`config.mk`:
```
export PLATFORM = sky130hd
export DESIGN_NAME = svm_mul_arbiter
export DESIGN_NICKNAME = d
export VERILOG_FILES = /design/src/rtl/svm_pkg.sv /design/src/rtl/svm_rr_pick.sv /design/src/rtl/svm_mul_arbiter.sv
export SDC_FILE = /design/constraint.sdc
export NUM_CORES = 1
export LEC_CHECK = 0
export CAP_MARGIN = 25
export CORE_AREA = 2 2 181 183
export DETAILED_ROUTE_END_ITERATION = 8
export DIE_AREA = 0 0 183 185
export HOLD_SLACK_MARGIN = 0.05
export PLACE_DENSITY_LB_ADDON = 0.12
export SETUP_SLACK_MARGIN = 0.3
export SYNTH_ARGS = -nofsm -noshare
export SYNTH_HDL_FRONTEND = slang
export SYNTH_SLANG_ARGS = --single-unit
```
`constraint.sdc`:
```
create_clock -name clk_svm -period 5.7 [get_ports clk_svm]
set_clock_uncertainty 0.1 [all_clocks]
set_input_delay 1.14 -clock clk_svm [delete_from_list [all_inputs] [get_ports clk_svm]]
set_output_delay 1.14 -clock clk_svm [all_outputs]
set_load 0.005 [all_outputs]
```
`src/rtl/svm_pkg.sv`:
```
// Shared definitions for the SVM multiplier arbiter.
// Holds the default parameter values and the FSM state encoding.
package svm_pkg;

  localparam int unsigned SVM_NREQ    = 5;
  localparam int unsigned SVM_W       = 32;
  localparam int unsigned SVM_TMO_CYC = 255;

  localparam logic [2:0] SVM_ST_IDLE      = 3'd0;
  localparam logic [2:0] SVM_ST_ISSUE     = 3'd1;
  localparam logic [2:0] SVM_ST_WAIT_BUSY = 3'd2;
  localparam logic [2:0] SVM_ST_WAIT_DONE = 3'd3;
  localparam logic [2:0] SVM_ST_DELIVER   = 3'd4;

  typedef enum logic [2:0] {
    ST_IDLE      = SVM_ST_IDLE,
    ST_ISSUE     = SVM_ST_ISSUE,
    ST_WAIT_BUSY = SVM_ST_WAIT_BUSY,
    ST_WAIT_DONE = SVM_ST_WAIT_DONE,
    ST_DELIVER   = SVM_ST_DELIVER
  } svm_state_e;

endpackage

```
`src/rtl/svm_rr_pick.sv`:
```
// Round-robin next-requester search.
// Ports: req   - request vector
//        ptr   - index served last; search starts at ptr+1 (mod NREQ)
//        idx   - first set request found in that order
//        valid - at least one request is set
module svm_rr_pick
  import svm_pkg::*;
#(
  parameter int unsigned NREQ = SVM_NREQ
) (
  input  logic [NREQ-1:0]         req,
  input  logic [$clog2(NREQ)-1:0] ptr,
  output logic [$clog2(NREQ)-1:0] idx,
  output logic                    valid
);

  localparam int unsigned IW = $clog2(NREQ);

  logic [IW-1:0] cand;

  // Walk ptr+1 .. ptr+NREQ; the served index itself is visited last.
  always_comb begin
    idx   = '0;
    valid = 1'b0;
    cand  = '0;
    for (int k = 1; k <= int'(NREQ); k++) begin
      cand = IW'((int'(ptr) + k) % int'(NREQ));
      if (!valid && req[cand]) begin
        valid = 1'b1;
        idx   = cand;
      end
    end
  end

endmodule

```
`src/rtl/svm_mul_arbiter.sv`:
```
// Round-robin arbiter sharing one multi-cycle multiplier among NREQ requesters.
// Ports: clk_svm/rst_svm  - clock, async active-high reset
//        req, op_a, op_b  - request levels and flattened operand pairs
//        gnt, done, err   - one-hot grant, completion pulse, timeout pulse
//        result           - product of the last service
//        mul_a/b/start    - drive to the shared multiplier
//        mul_busy/data    - multiplier status and result
module svm_mul_arbiter
  import svm_pkg::*;
#(
  parameter int unsigned NREQ    = SVM_NREQ,
  parameter int unsigned W       = SVM_W,
  parameter int unsigned TMO_CYC = SVM_TMO_CYC
) (
  input  logic              clk_svm,
  input  logic              rst_svm,
  input  logic [NREQ-1:0]   req,
  input  logic [NREQ*W-1:0] op_a,
  input  logic [NREQ*W-1:0] op_b,
  output logic [NREQ-1:0]   gnt,
  output logic [NREQ-1:0]   done,
  output logic [W-1:0]      result,
  output logic              err,
  output logic [W-1:0]      mul_a,
  output logic [W-1:0]      mul_b,
  output logic              mul_start,
  input  logic              mul_busy,
  input  logic [W-1:0]      mul_data
);

  localparam int unsigned IW     = $clog2(NREQ);
  localparam int unsigned WD_RAW = $clog2(TMO_CYC + 1);
  localparam int unsigned WD_W   = (WD_RAW > 8) ? WD_RAW : 8;

  svm_state_e      state_q, state_d;
  logic [IW-1:0]   ptr_q, ptr_d;
  logic [IW-1:0]   cur_q, cur_d;
  logic [WD_W-1:0] wdog_q, wdog_d;
  logic            busy_q;

  logic [NREQ-1:0] gnt_d, done_d;
  logic [W-1:0]    result_d, mul_a_d, mul_b_d;
  logic            err_d, mul_start_d;

  logic [IW-1:0]   pick_idx;
  logic            pick_valid;
  logic            busy_fall, wdog_hit;

  logic [W-1:0]    opa_arr [NREQ];
  logic [W-1:0]    opb_arr [NREQ];

  // Unflatten the operand buses so the granted lane can be selected by index.
  for (genvar g = 0; g < int'(NREQ); g++) begin : g_unpack
    assign opa_arr[g] = op_a[g*W +: W];
    assign opb_arr[g] = op_b[g*W +: W];
  end

  svm_rr_pick #(.NREQ(NREQ)) u_pick (
    .req   (req),
    .ptr   (ptr_q),
    .idx   (pick_idx),
    .valid (pick_valid)
  );

  assign busy_fall = busy_q && !mul_busy;
  assign wdog_hit  = (wdog_q == WD_W'(TMO_CYC));

  // Next-state and next-output logic.
  always_comb begin
    state_d     = state_q;
    ptr_d       = ptr_q;
    cur_d       = cur_q;
    wdog_d      = wdog_q;
    gnt_d       = gnt;
    done_d      = '0;
    err_d       = 1'b0;
    result_d    = result;
    mul_a_d     = mul_a;
    mul_b_d     = mul_b;
    mul_start_d = mul_start;

    case (state_q)
      ST_IDLE: begin
        if (pick_valid) begin
          gnt_d           = '0;
          gnt_d[pick_idx] = 1'b1;
          cur_d           = pick_idx;
          mul_a_d         = opa_arr[pick_idx];
          mul_b_d         = opb_arr[pick_idx];
          // Registered start is high during the ISSUE cycle.
          mul_start_d     = 1'b1;
          state_d         = ST_ISSUE;
        end
      end
      ST_ISSUE: begin
        wdog_d      = '0;
        mul_start_d = 1'b1;
        state_d     = ST_WAIT_BUSY;
      end
      ST_WAIT_BUSY: begin
        wdog_d = wdog_q + WD_W'(1);
        if (wdog_hit) begin
          result_d    = '0;
          mul_start_d = 1'b0;
          done_d      = gnt;
          err_d       = 1'b1;
          state_d     = ST_DELIVER;
        end else if (mul_busy) begin
          state_d = ST_WAIT_DONE;
        end
      end
      ST_WAIT_DONE: begin
        wdog_d = wdog_q + WD_W'(1);
        // A genuine completion wins over a coincident timeout.
        if (busy_fall) begin
          result_d    = mul_data;
          mul_start_d = 1'b0;
          done_d      = gnt;
          state_d     = ST_DELIVER;
        end else if (wdog_hit) begin
          result_d    = '0;
          mul_start_d = 1'b0;
          done_d      = gnt;
          err_d       = 1'b1;
          state_d     = ST_DELIVER;
        end
      end
      ST_DELIVER: begin
        ptr_d   = cur_q;
        gnt_d   = '0;
        state_d = ST_IDLE;
      end
      default: begin
        state_d     = ST_IDLE;
        gnt_d       = '0;
        mul_start_d = 1'b0;
      end
    endcase
  end

  // State and registered outputs.
  always_ff @(posedge clk_svm or posedge rst_svm) begin
    if (rst_svm) begin
      state_q   <= ST_IDLE;
      ptr_q     <= IW'(NREQ - 1);
      cur_q     <= '0;
      wdog_q    <= '0;
      busy_q    <= 1'b0;
      gnt       <= '0;
      done      <= '0;
      err       <= 1'b0;
      result    <= '0;
      mul_a     <= '0;
      mul_b     <= '0;
      mul_start <= 1'b0;
    end else begin
      state_q   <= state_d;
      ptr_q     <= ptr_d;
      cur_q     <= cur_d;
      wdog_q    <= wdog_d;
      busy_q    <= mul_busy;
      gnt       <= gnt_d;
      done      <= done_d;
      err       <= err_d;
      result    <= result_d;
      mul_a     <= mul_a_d;
      mul_b     <= mul_b_d;
      mul_start <= mul_start_d;
    end
  end

endmodule

```
Figure 1. Clock wires, drivers and flops (run 1).
Bar = 50 um.
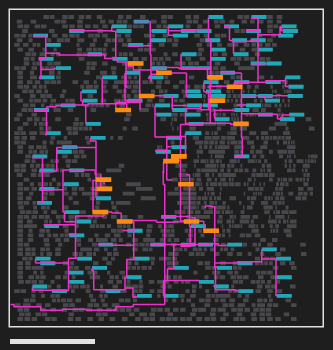
Key: magenta = clock wires [length 2340 um]; orange = clock-net drivers [count 17]; cyan = flip-flops [count 126]
There are 18 routed clock nets. Position of the flops: all over the die.
Clk pwr share: 8.2%
clock distribution power: 1.12 mW
worst-skew pair later-pin latency: 420 ps

Figure 2. Placement view (run 1).
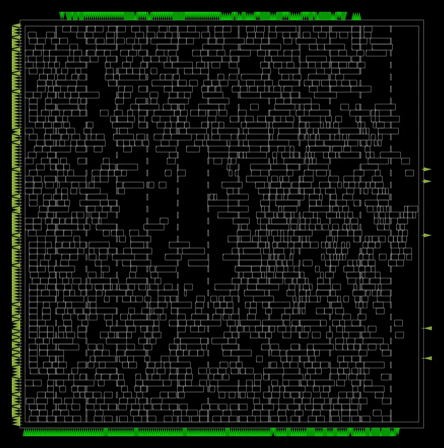
Tapcells: 408
Final Non-Filler Cells: 1860

==> run notes, run 1 <==
yosys + openroad results -> status finished clean, Tool Warnings approximately 42, DR pass1 iterations 5, synth top area cells dfrtp_1 34%, mux2i_1 8.2%, o2111ai_1 6.2%, a21o_1 5.5%, a22oi_1 5.2%, Mapped Area around 9200 sq um, Synth cell types roughly 79, MaxCap Viol Count 0, Peak VDD IR roughly 0.00087 V, pin count of the biggest net entering global routing 75, number of global-route vias before repair 10000, floorplan row count between 60 and 70, gr ovfl total 0, post-route cell area 15800 sq um, # IOs ~470, CTS clk-pin slew, worst paths 70 ps, crit share post-route around nine tenths, post-route ant nets 0, Hold Slack about 380 ps, RSZ-0062 raised after global routing no, adder-cell share of the synthesized area under 10%, post-synthesis simple-gate area fraction approximately an eighth, ys cells 967, top-count cell post-synth dfrtp_1, max_slew headroom 53.7%, r2r endpoint mul_a[15], met3 WL between 2000 and 3000 um, DP HPWL roughly 32000 um, Yosys Warn Count 0, Initial DRC Count 687, ao+oa area frac 33.8%, Longest Clk Path Bufs 2, leakage ~6.4 nW, CP startpoint kind register, Hold Path End cur_q[2], Top cell area share 33.8%, WP data required 5900 ps, Reg2Reg Depth 21, Yosys chip area between 9000 and 10000 sq um, CP endpoint kind register, Layout Area Growth over Synthesis 70.5%, main flop type dfrtp_1, core area between 30000 and 40000 sq um, Vias/cell roughly 5.5, worst hold start cur_q[2], max-slew violations 0, port bufs between 400 and 500, global-route wire length before repair between 60000 and 70000 um, R2R Setup Slk just over 500 ps, Post-synth EDFFs 0, worst hold stages 1, Final Setup Violations 0, share of cells above drive strength 1 a little under an eighth, Least-Margin Pin Slew between 600 and 700 ps, crit path max fanout 13, P per Cell Area 863 nW/um^2, WL met2 22500 um, Final Critical Period 5200 ps, FP Util 28.9%, sequential area share after synthesis between 30% and 40%, Final #Nets about 1800, clk sinks 126, chip width between 150 and 200 um, die footprint 33900 sq um, XORs/XNORs by Area around 1.2%, Post-Place Cell Area about 14000 sq um, Syn Area/Cell ~9.6 sq um, CTS tree yes, Gate Count Post-Synth 967, Commonest cells post-synth 125 x dfrtp_1, 76 x mux2i_1, 73 x nand2b_1, WS Path Type reg -> reg, Flops after synth between 100 and 150, H-tree Lvls 4, wl on met1 about 19000 um, clock root cell clkbuf_16, Hold Crit Class reg -> reg, ys async rst share 100%, Die Ht around 190 um, highest metal used met4, Synth area leader dfrtp_1, gp weighted congestion 0.905, Num CTS Buffers 17, Logic family by area AND-OR/OR-AND gates, residual DRC count 0
Figure 3. Signal metal coverage by tile (run 1).
The die is cut into 37 by 37 equal tiles; dark blue is low, red is high, scaled to the fullest tile. Values are wire area over tile area, all layers added.
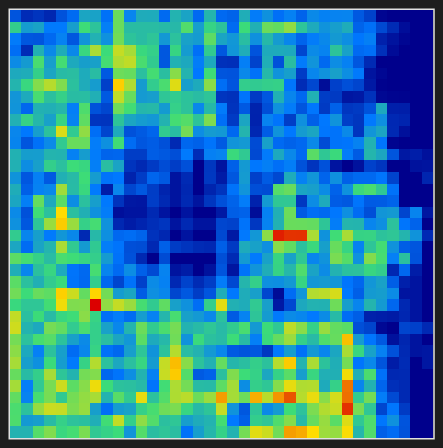
The fullest tile reaches 0.66. 6.8% of the tiles are nearly empty. The emptiest ninth of the die: upper right.
vias: 10200
Total Wirelength: 45600 um
Wirelength per Cell: 24.5 um
overall routing resource usage: 24.8%

Figure 4. Sequential cells coloured by netlist name (run 1).
Bar = 50 um. Other sequential cells in the stronger grey, the rest of the logic in the fainter grey.
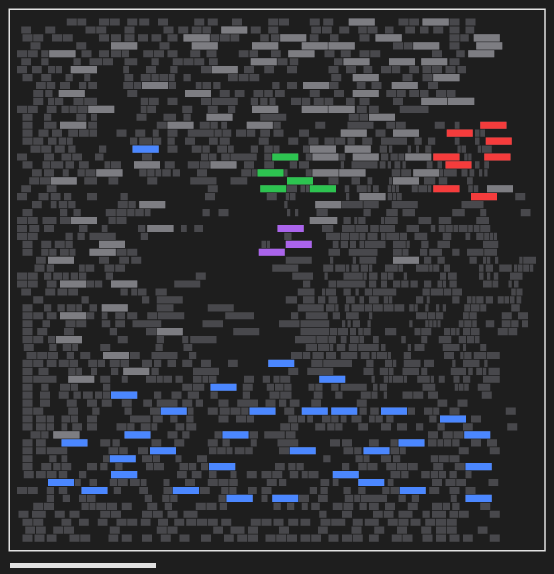
Key: red = wdog_q [flops 8, where upper right]; purple = cur_q [flops 3]; green = gnt [flops 5]; blue = mul_b [flops 32, where a horizontal strip, bottom]
Another 78 sequential cells are not coloured.
Flop area: 3150 sq um
sequential power: 1.64 mW
Core Util, Final: 49.2%
flop share of the area: 20.0%

==> run 1: stage by stage <==
stage	power, mW	utilization [%]	setup WS (ps)	std cells
finish	13.6	49.2	503	1860
global route	14.5	49.2	210	1859
CTS	12.0	47.1	302	1822
detailed placement	10.6	45.0	48.4	1785
global placement	10.5	45.0	40.7	1784
floorplan	7.50	-	319	967
==> run 1: final cells by class <==
cell class              instances  area (sq um)
multi-input cells             730          5910
repair buffers                526          5460
flip-flops and latches        126          3150
clock buffers                  17           425
well taps                     408           510
inverters                      27           109
diodes                         11          27.5
fillers                      3029         16300
clock inverters                15           165
==> run 1: layout by cell type (no fill, tap or decap), drive strengths merged, types with 4 or more instances in the layout <==
master           n
clkdlybuf4s50  467
dfrtp          125
mux2i           76
nand2b          73
a21o            68
o211ai          68
o2111ai         65
a22oi           64
buf             52
nand2           43
inv             36
a22o            34
ha              29
clkbuf          24
nor2            24
o21ai           23
a21oi           19
nand3           14
a211oi          12
diode           11
and3            10
xnor2           10
o31ai            7
nor3             6
or2              6
and2             5
mux2             5
o21a             5
clkinv           5
nor2b            4
nand4            4
or3              4
o311ai           4
==> run 1: worst max path at each step <==
stage | start | end | cells after the start
global placement | ptr_q[1] | mul_a[4] | 21
global route | ptr_q[0] | mul_a[20] | 22
CTS | ptr_q[2] | mul_b[0] | 18
floorplan | ptr_q[0] | mul_a[10] | 25
finish | ptr_q[2] | mul_a[15] | 21
detailed placement | ptr_q[0] | mul_a[13] | 19
==> run 1: worst max-delay path, stage by stage (launching register included) <==
cell       delay (ps)
dfstp_2           550
inv_1             120
ha_2              340
o21a_4            250
a21oi_1           150
xnor2_1           170
ha_1              210
fa_1              150
a21bo_2           250
or4_1             560
a2111oi_4         410
o21bai_4          220
and3_1            180
a21oi_1            40
mux2_2            320
o31ai_4            80
buf_6             190
nand2_8           110
buf_12            170
clkbuf_16         160
o2111ai_1         220
o211ai_2          120
==> run 1: flip-flops by register name, indices dropped and copies added, names as in the netlist <==
name       count
ptr_q          3
mul_b         32
err            1
mul_a         32
busy_q         1
state_q        3
mul_start      1
cur_q          3
gnt            5
done           5
wdog_q         8
result        32
==> run 1: power by group <==
| group | internal [mW] | switching [mW] | total, mW | leakage, nW |
|---|---|---|---|---|
| combinational | 5.19 | 5.66 | 10.9 | 4.62 |
| sequential | 1.33 | 0.308 | 1.64 | 1.48 |
| clock | 0.590 | 0.530 | 1.12 | 0.287 |
| total | 7.11 | 6.50 | 13.6 | 6.38 |
==> run 1: kinds of logic after synthesis <==
logic type | count (synthesis)
compound gates | 399
xor+xnor | 10
fa+ha+maj | 30
buf+inv | 114
flops | 126
mux | 82
simple gates | 206
==> run 1: repair_timing <==
item,CTS,global route
hold buffers,0,0
gates resized,9,53
gates cloned,1,10
pin swaps,4,17
setup endpoints to repair,71,72
setup buffers,4,17
==> run 1: routing by layer <==
| metal | vias to the layer above | global-route usage, % |
|---|---|---|
| li1 | 4700 | - |
| met2 | 383 | 41.0 |
| met1 | 5027 | 30.8 |
| met4 | 0 | 10.4 |
| met3 | 69 | 6.04 |
| met5 | - | 0 |
Figure 5. Drive-strength map (run 1).
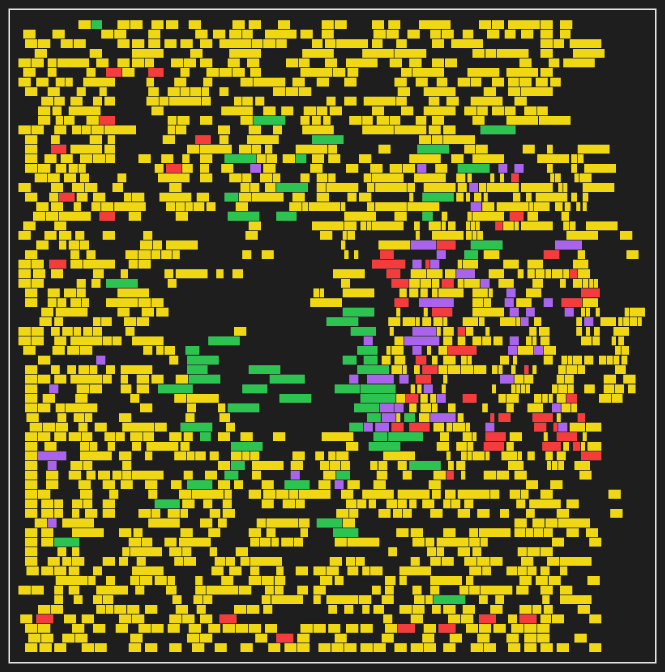

==> run 2, diff against run 1 <==
--- a/config.mk
+++ b/config.mk
@@ -5,7 +5,6 @@
 export SDC_FILE = /design/constraint.sdc
 export NUM_CORES = 1
 export LEC_CHECK = 0
-export CAP_MARGIN = 25
 export CORE_AREA = 2 2 181 183
 export DETAILED_ROUTE_END_ITERATION = 8
 export DIE_AREA = 0 0 183 185
Figure 6. Drive-strength map (run 2).
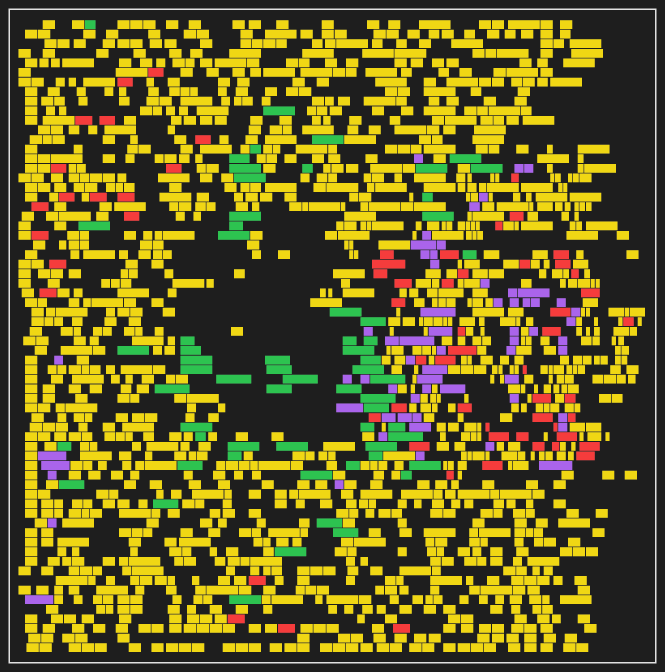
Key: purple = x3 and x4 [cells 62, most used buf_4]; red = x2 [cells 62, most used mux2i_2]; yellow = x1 and smaller [cells 1263, most used clkdlybuf4s50_1]; green = x6 and larger [cells 62, most used clkbuf_16]
final worst slack: 437 ps
Layout Area Growth over Synthesis: 72.3%
nonclk buf count: 534
post-route cell area: 15900 sq um

Figure 7. Signal metal coverage by tile (run 2).
The die is cut into 37 by 37 equal tiles; dark blue is low, red is high, scaled to the fullest tile. Values are wire area over tile area, all layers added.
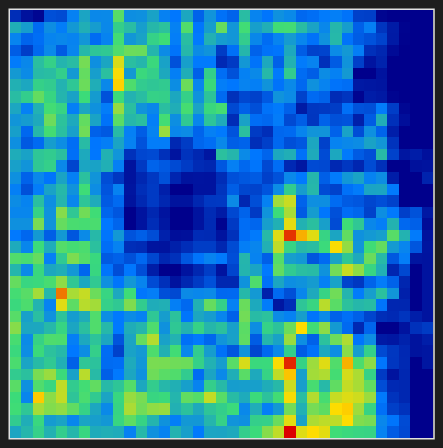
6.2% of the tiles are nearly empty. The emptiest ninth of the die: upper right. The fullest tile reaches 0.70. The mean over all tiles is 0.22. 15% of the tiles are over half the peak.
Wirelength per Cell: 24.5 um
overall routing resource usage: 25.0%
vias: 10200

==> run 2 against run 1 <==
  * Global-route usage increased by 0.25 points
  * First-iteration DRC count increased by 1.0%
  * Combinational power increased by 6%
  * Critical path type unchanged
  * Clock power about the same
  * Sequential power about the same
  * Die size unchanged
==> run notes, run 2 <==
yosys + openroad results -> highest metal used met4, Critical Path Source ptr_q[2], Num CTS Buffers 17, Longest Clk Path Bufs 2, CTS clk-pin slew, worst paths 70 ps, Hold Crit Class reg -> reg, Synth area leader dfrtp_1, Hold Path End cur_q[2], R2R Setup Slk roughly 440 ps, met3 WL around 2800 um, # IOs around 470, main flop type dfrtp_1, sequential area share after synthesis 34.1%, top-count cell post-synth dfrtp_1, FP Util 28.9%, Vias/cell about 5.5, Least-Margin Pin Slew around 1200 ps, P per Cell Area 896 nW/um^2, worst-skew pair later-pin latency 420 ps, status finished clean, wl on met1 ~19000 um, Top cells excl fill/tap 467 x clkdlybuf4s50_1, 125 x dfrtp_1, 73 x nand2b_1, Post-Place Cell Area ~14000 sq um, Flops after synth 126, worst hold start cur_q[2], worst hold stages 1, max-slew violations 0, Final Setup Violations 0, Initial DRC Count 694, WP data required 5910 ps, Total Wirelength 45700 um, Yosys Warn Count 0, dominant logic cell type in the layout clkdlybuf4s50_1, WL met2 23000 um, DP HPWL between 30000 and 40000 um, number of global-route vias before repair about 10000, port bufs between 400 and 500, H-tree Lvls 4, RSZ-0062 raised after global routing no, hold_buf cts 0
Figure 8. Sequential cells coloured by netlist name (run 2).
Bar = 50 um. Other sequential cells in the stronger grey, the rest of the logic in the fainter grey.
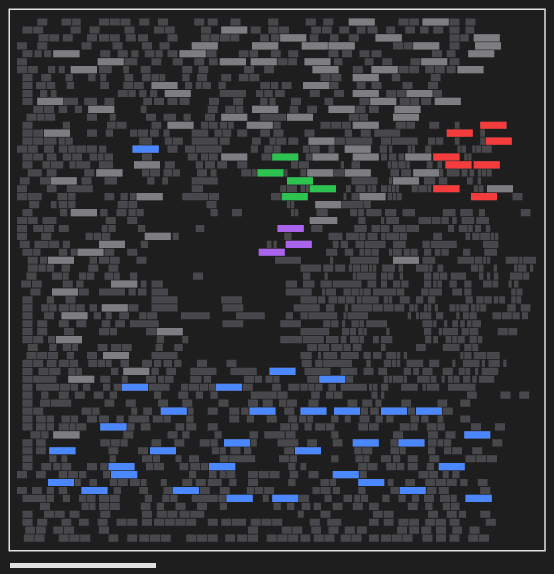
Key: purple = cur_q [flops 3]; blue = mul_b [flops 32]; green = gnt [flops 5]; red = wdog_q [flops 8, where upper right]
Core Util, Final: 49.7%
flop share of the area: 19.8%

==> run 2: cell types whose count changed in the layout (fill, tap and decap cells not counted), moves of 2 or more <==
cell / previous run / this run
a211oi_4: 1 / 3
a21oi_1: 18 / 16
a21oi_2: 1 / 3
buf_4: 34 / 40
diode_2: 11 / 5
ha_1: 27 / 24
ha_2: 2 / 4
mux2i_1: 66 / 61
mux2i_2: 9 / 12
mux2i_4: 1 / 3
==> run 2: routing by layer <==
layer  track usage (%)  vias to the layer above
li1                  -                     4710
met1              31.0                     5095
met2              42.6                      379
met3              5.92                       61
met4              8.90                        0
met5                 0                        -
==> run 2: report_power, final <==
part | internal [mW] | switching, mW
clock network | 0.591 | 0.541
registers | 1.33 | 0.309
logic | 5.64 | 5.88
total | 7.55 | 6.73
==> run 2: how the worst max path moves through the flow <==
stage                endpoint  slack (ps)  depth (start not counted)
finish              mul_a[20]         440                         18
global route        mul_a[24]         260                         18
floorplan           mul_a[10]         320                         25
detailed placement  mul_a[13]          20                         19
global placement     mul_a[4]          40                         21
CTS                 mul_b[21]         320                         18
==> run 2: timing repair <==
item                                    CTS  global route
resized                                  18            64
endpoints found under the setup margin   71            70
pin swaps                                 5            20
cloned                                    2            10
buffers inserted                          8            21
==> run 2: critical path, stage by stage (launching register included) <==
cell and delay [ps]:
dfstp_2 550, inv_1 120, ha_2 340, o21a_2 260
a21oi_1 150, xnor2_1 170, ha_1 210, fa_1 160
a21bo_2 240, or3_1 490, a32oi_2 340, o21bai_4 130
a211oi_4 250, nand3_4 140, or4_4 710, nand2_8 240
buf_16 170, mux2i_2 250, o211ai_1 110
==> run 2: cells by family after synthesis <==
logic type / share of synthesized area (%)
flops: 34.1
mux: 9.08
compound gates: 33.8
simple gates: 12.4
buf+inv: 5.27
fa+ha+maj: 4.14
xor+xnor: 1.19
==> run 2: per-stage QoR <==
step | total power [mW] | std cells | hold WS [ps] | setup slack (ps) | utilization (%)
6_report | 14.3 | 1862 | 380 | 437 | 49.7
5_1_grt | 15.2 | 1861 | 406 | 262 | 49.7
4_1_cts | 12.1 | 1826 | 385 | 316 | 47.4
3_5_place_dp | 10.5 | 1784 | 371 | 16.0 | 45.0
3_3_place_gp | 10.5 | 1784 | 360 | 40.7 | 45.0
2_1_floorplan | 7.50 | 967 | 342 | 319 | -
==> run 2: cell type report <==
| cell class | instances | area [sq um] |
|---|---|---|
| clock inverters | 15 | 165 |
| flip-flops and latches | 126 | 3150 |
| inverters | 27 | 111 |
| clock buffers | 17 | 425 |
| well taps | 408 | 510 |
| fillers | 2970 | 16100 |
| multi-input cells | 730 | 6000 |
| diodes | 5 | 12.5 |
| repair buffers | 534 | 5550 |
Figure 9. Placement view (run 2).
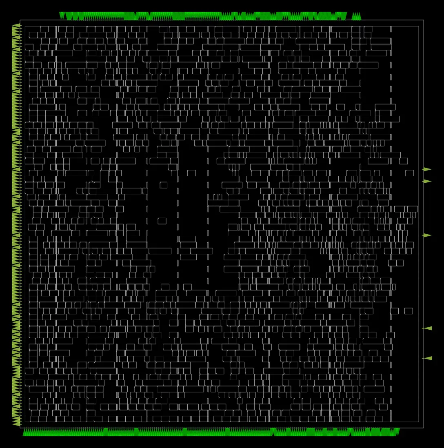

==> run 3, diff against run 2 <==
--- a/config.mk
+++ b/config.mk
@@ -9,7 +9,7 @@
 export DETAILED_ROUTE_END_ITERATION = 8
 export DIE_AREA = 0 0 183 185
 export HOLD_SLACK_MARGIN = 0.05
-export PLACE_DENSITY_LB_ADDON = 0.12
+export PLACE_DENSITY = 0.61
 export SETUP_SLACK_MARGIN = 0.3
 export SYNTH_ARGS = -nofsm -noshare
 export SYNTH_HDL_FRONTEND = slang
Figure 10. Placement view (run 3).
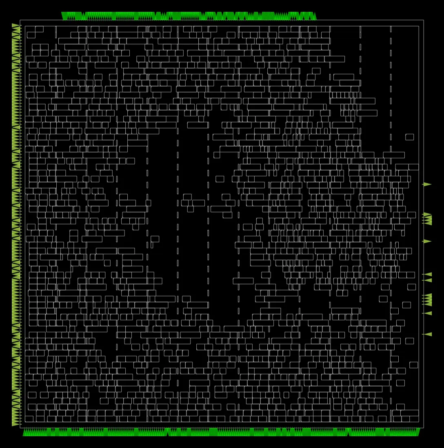
flop share of the area: 19.9%
Fillers: 2977
floorplan row count: 66
sequential cell count: 126

Figure 11. Signal metal coverage by tile (run 3).
The die is cut into 37 by 37 equal tiles; dark blue is low, red is high, scaled to the fullest tile. Values are wire area over tile area, all layers added.
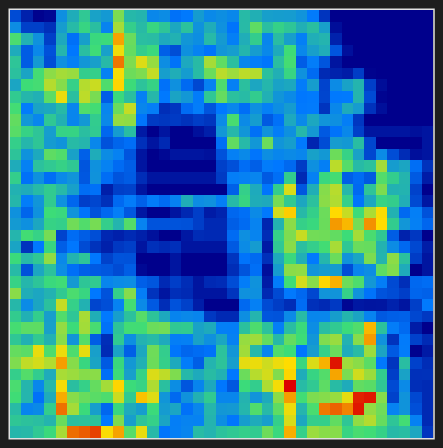
19% of the tiles are over half the peak. The densest ninth of the die: lower left. 8.8% of the tiles are nearly empty.
Wirelength per Cell: 24.2 um
overall routing resource usage: 25.1%

==> run 3 against run 2 <==
  * Sequential cell count did not move
  * Combinational power fell by 5%
  * Non-clock buffer count fell by 9
  * Routed wire length fell by 1.8%
  * Critical path type unchanged
  * Die size did not move
  * Setup slack improved by 5.8 ps
==> run notes, run 3 <==
yosys + openroad results -> Hold Slack 378 ps, pin count of the biggest net entering global routing around 92, worst-skew pair later-pin latency approximately 420 ps, leakage 6.34 nW, chip width 183 um, Num CTS Buffers 17, share of cells above drive strength 1 between 10% and 20%, global-route wire length before repair 64400 um, FP Util between 20% and 30%, Top cells excl fill/tap 467 x clkdlybuf4s50_1, 125 x dfrtp_1, 73 x nand2b_1, dominant logic cell type in the layout clkdlybuf4s50_1, top-count cell post-synth dfrtp_1, RSZ-0062 raised after global routing no, Final Critical Period 5260 ps, Final Setup Violations 0, Tool Warnings between 40 and 50, Mapped Area 9240 sq um, clock root cell clkbuf_16, Least-Margin Pin Slew roughly 1300 ps, Post-synth EDFFs 0, DR pass1 iterations 5, DP HPWL ~32000 um, max-slew violations 0, GR Layer Usage met3 6.47%, biggest regs mul_a x32, mul_b x32, result x32, residual DRC count 0, crit path max fanout 16, Vias/cell approximately 5.5, Flops after synth ~130, status finished clean, Yosys chip area 9240 sq um, Final Non-Filler Cells 1854, Gate Count Post-Synth 967, Slowest cell on crit path a311o_1, Layout Area Growth over Synthesis 71.4%, Largest stage delay, worst path roughly 420 ps, Longest Clk Path Bufs 2, P per Cell Area approximately 860 nW/um^2, H-tree Lvls 4, CTS tree yes, CP endpoint kind register, synth top area cells dfrtp_1 34%, mux2i_1 8.2%, o2111ai_1 6.2%, a21o_1 5.5%, a22oi_1 5.2%, clk sinks 126, placed insts around 1800, R2R Setup Slk 440 ps, CTS clk-pin slew, worst paths ~60 ps, Syn Area/Cell roughly 9.6 sq um, MaxCap Viol Count 0, CP startpoint kind register, Post-Place Cell Area around 14000 sq um, gp weighted congestion around 0.9, Commonest cells post-synth 125 x dfrtp_1, 76 x mux2i_1, 73 x nand2b_1, grt met1 use 32.0%, WP data required slightly below 6000 ps, vias 10200, main flop type dfrtp_1, die footprint roughly 34000 sq um, Die Ht about 190 um, WS Path Type reg -> reg
Figure 12. Sequential cells coloured by netlist name (run 3).
Bar = 50 um. Other sequential cells in the stronger grey, the rest of the logic in the fainter grey.
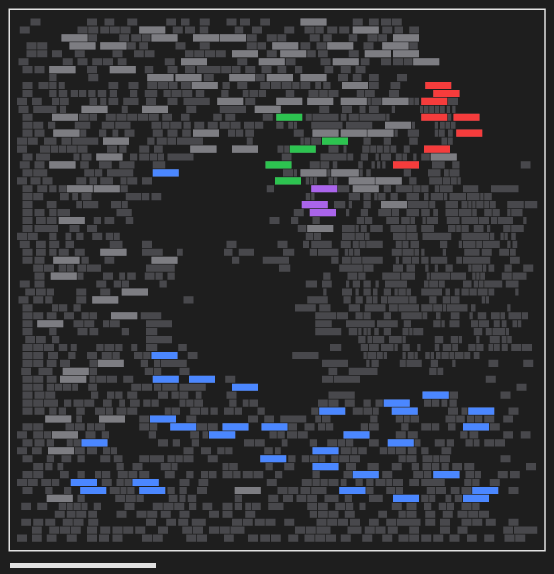
Key: red = wdog_q [flops 8, where upper right]; green = gnt [flops 5, where top centre]; purple = cur_q [flops 3]; blue = mul_b [flops 32, where a horizontal strip, bottom]
sequential power: 1.63 mW
Core Util, Final: 49.4%

[run 3: netlist changes by cell type in the layout (fill, tap and decap cells not counted), sizes merged]
| cell | previous run | this run |
|---|---|---|
| clkinvlp | 1 | 3 |
| nand2 | 43 | 41 |
| clkinv | 4 | 1 |
| buf | 58 | 54 |
| clkbuf | 26 | 21 |
| diode | 5 | 8 |
| bufinv | 0 | 1 |
[run 3: final cells by class]
type                            count  area [sq um]  area share (%)
Clock buffer                       17           425            2.68
Sequential cell                   126          3150            19.9
Clock inverter                     15           169            1.07
Tap cell                          408           510            3.22
Inverter                           27           106           0.671
Timing Repair Buffer              525          5380            33.9
Antenna cell                        8          20.0           0.126
Multi-Input combinational cell    728          6080            38.4
[run 3: path summary, 6_finish.rpt]
path	to	cells after the start	start
max reg2reg	mul_b[31]	26	ptr_q[0]
max in group asynchronous	ptr_q[2]	3	rst_svm
min reg2reg	cur_q[2]	1	cur_q[2]
min in group asynchronous	result[9]	2	rst_svm
max	mul_b[31]	26	ptr_q[0]
min	cur_q[2]	1	cur_q[2]
[run 3: repair_timing]
action                     in CTS  in global routing
pin swaps                       4                 14
buffers inserted                4                 19
hold buffers                    0                  0
cloned                          1                  4
resized                        23                 80
setup endpoints to repair      71                 71
[run 3: cells by family after synthesis]
logic type | Yosys count | synth area share (%)
compound gates | 399 | 33.8
buf+inv | 114 | 5.27
mux | 82 | 9.08
fa+ha+maj | 30 | 4.14
simple gates | 206 | 12.4
xor+xnor | 10 | 1.19
flops | 126 | 34.1
[run 3: power breakdown]
group	leakage, nW	total, mW	internal (mW)	switching [mW]
sequential	1.48	1.63	1.33	0.300
clock	0.284	1.15	0.627	0.526
combinational	4.57	10.9	5.15	5.72
[run 3: metal layers]
metal  routed length, um  share of wire [%]
met1               18600                 42
met2               22000                 49
met4                1330                3.0
met3                2940                6.6
met5                   0                  0
[run 3: through the flow]
step	setup WS (ps)	total power, mW
3_5_place_dp	-50.9	10.5
2_1_floorplan	319	7.50
4_1_cts	284	12.1
5_1_grt	198	14.5
6_report	442	13.7
3_3_place_gp	95.2	10.4
No activity file was given, so power comes from the tool's default toggle rates.
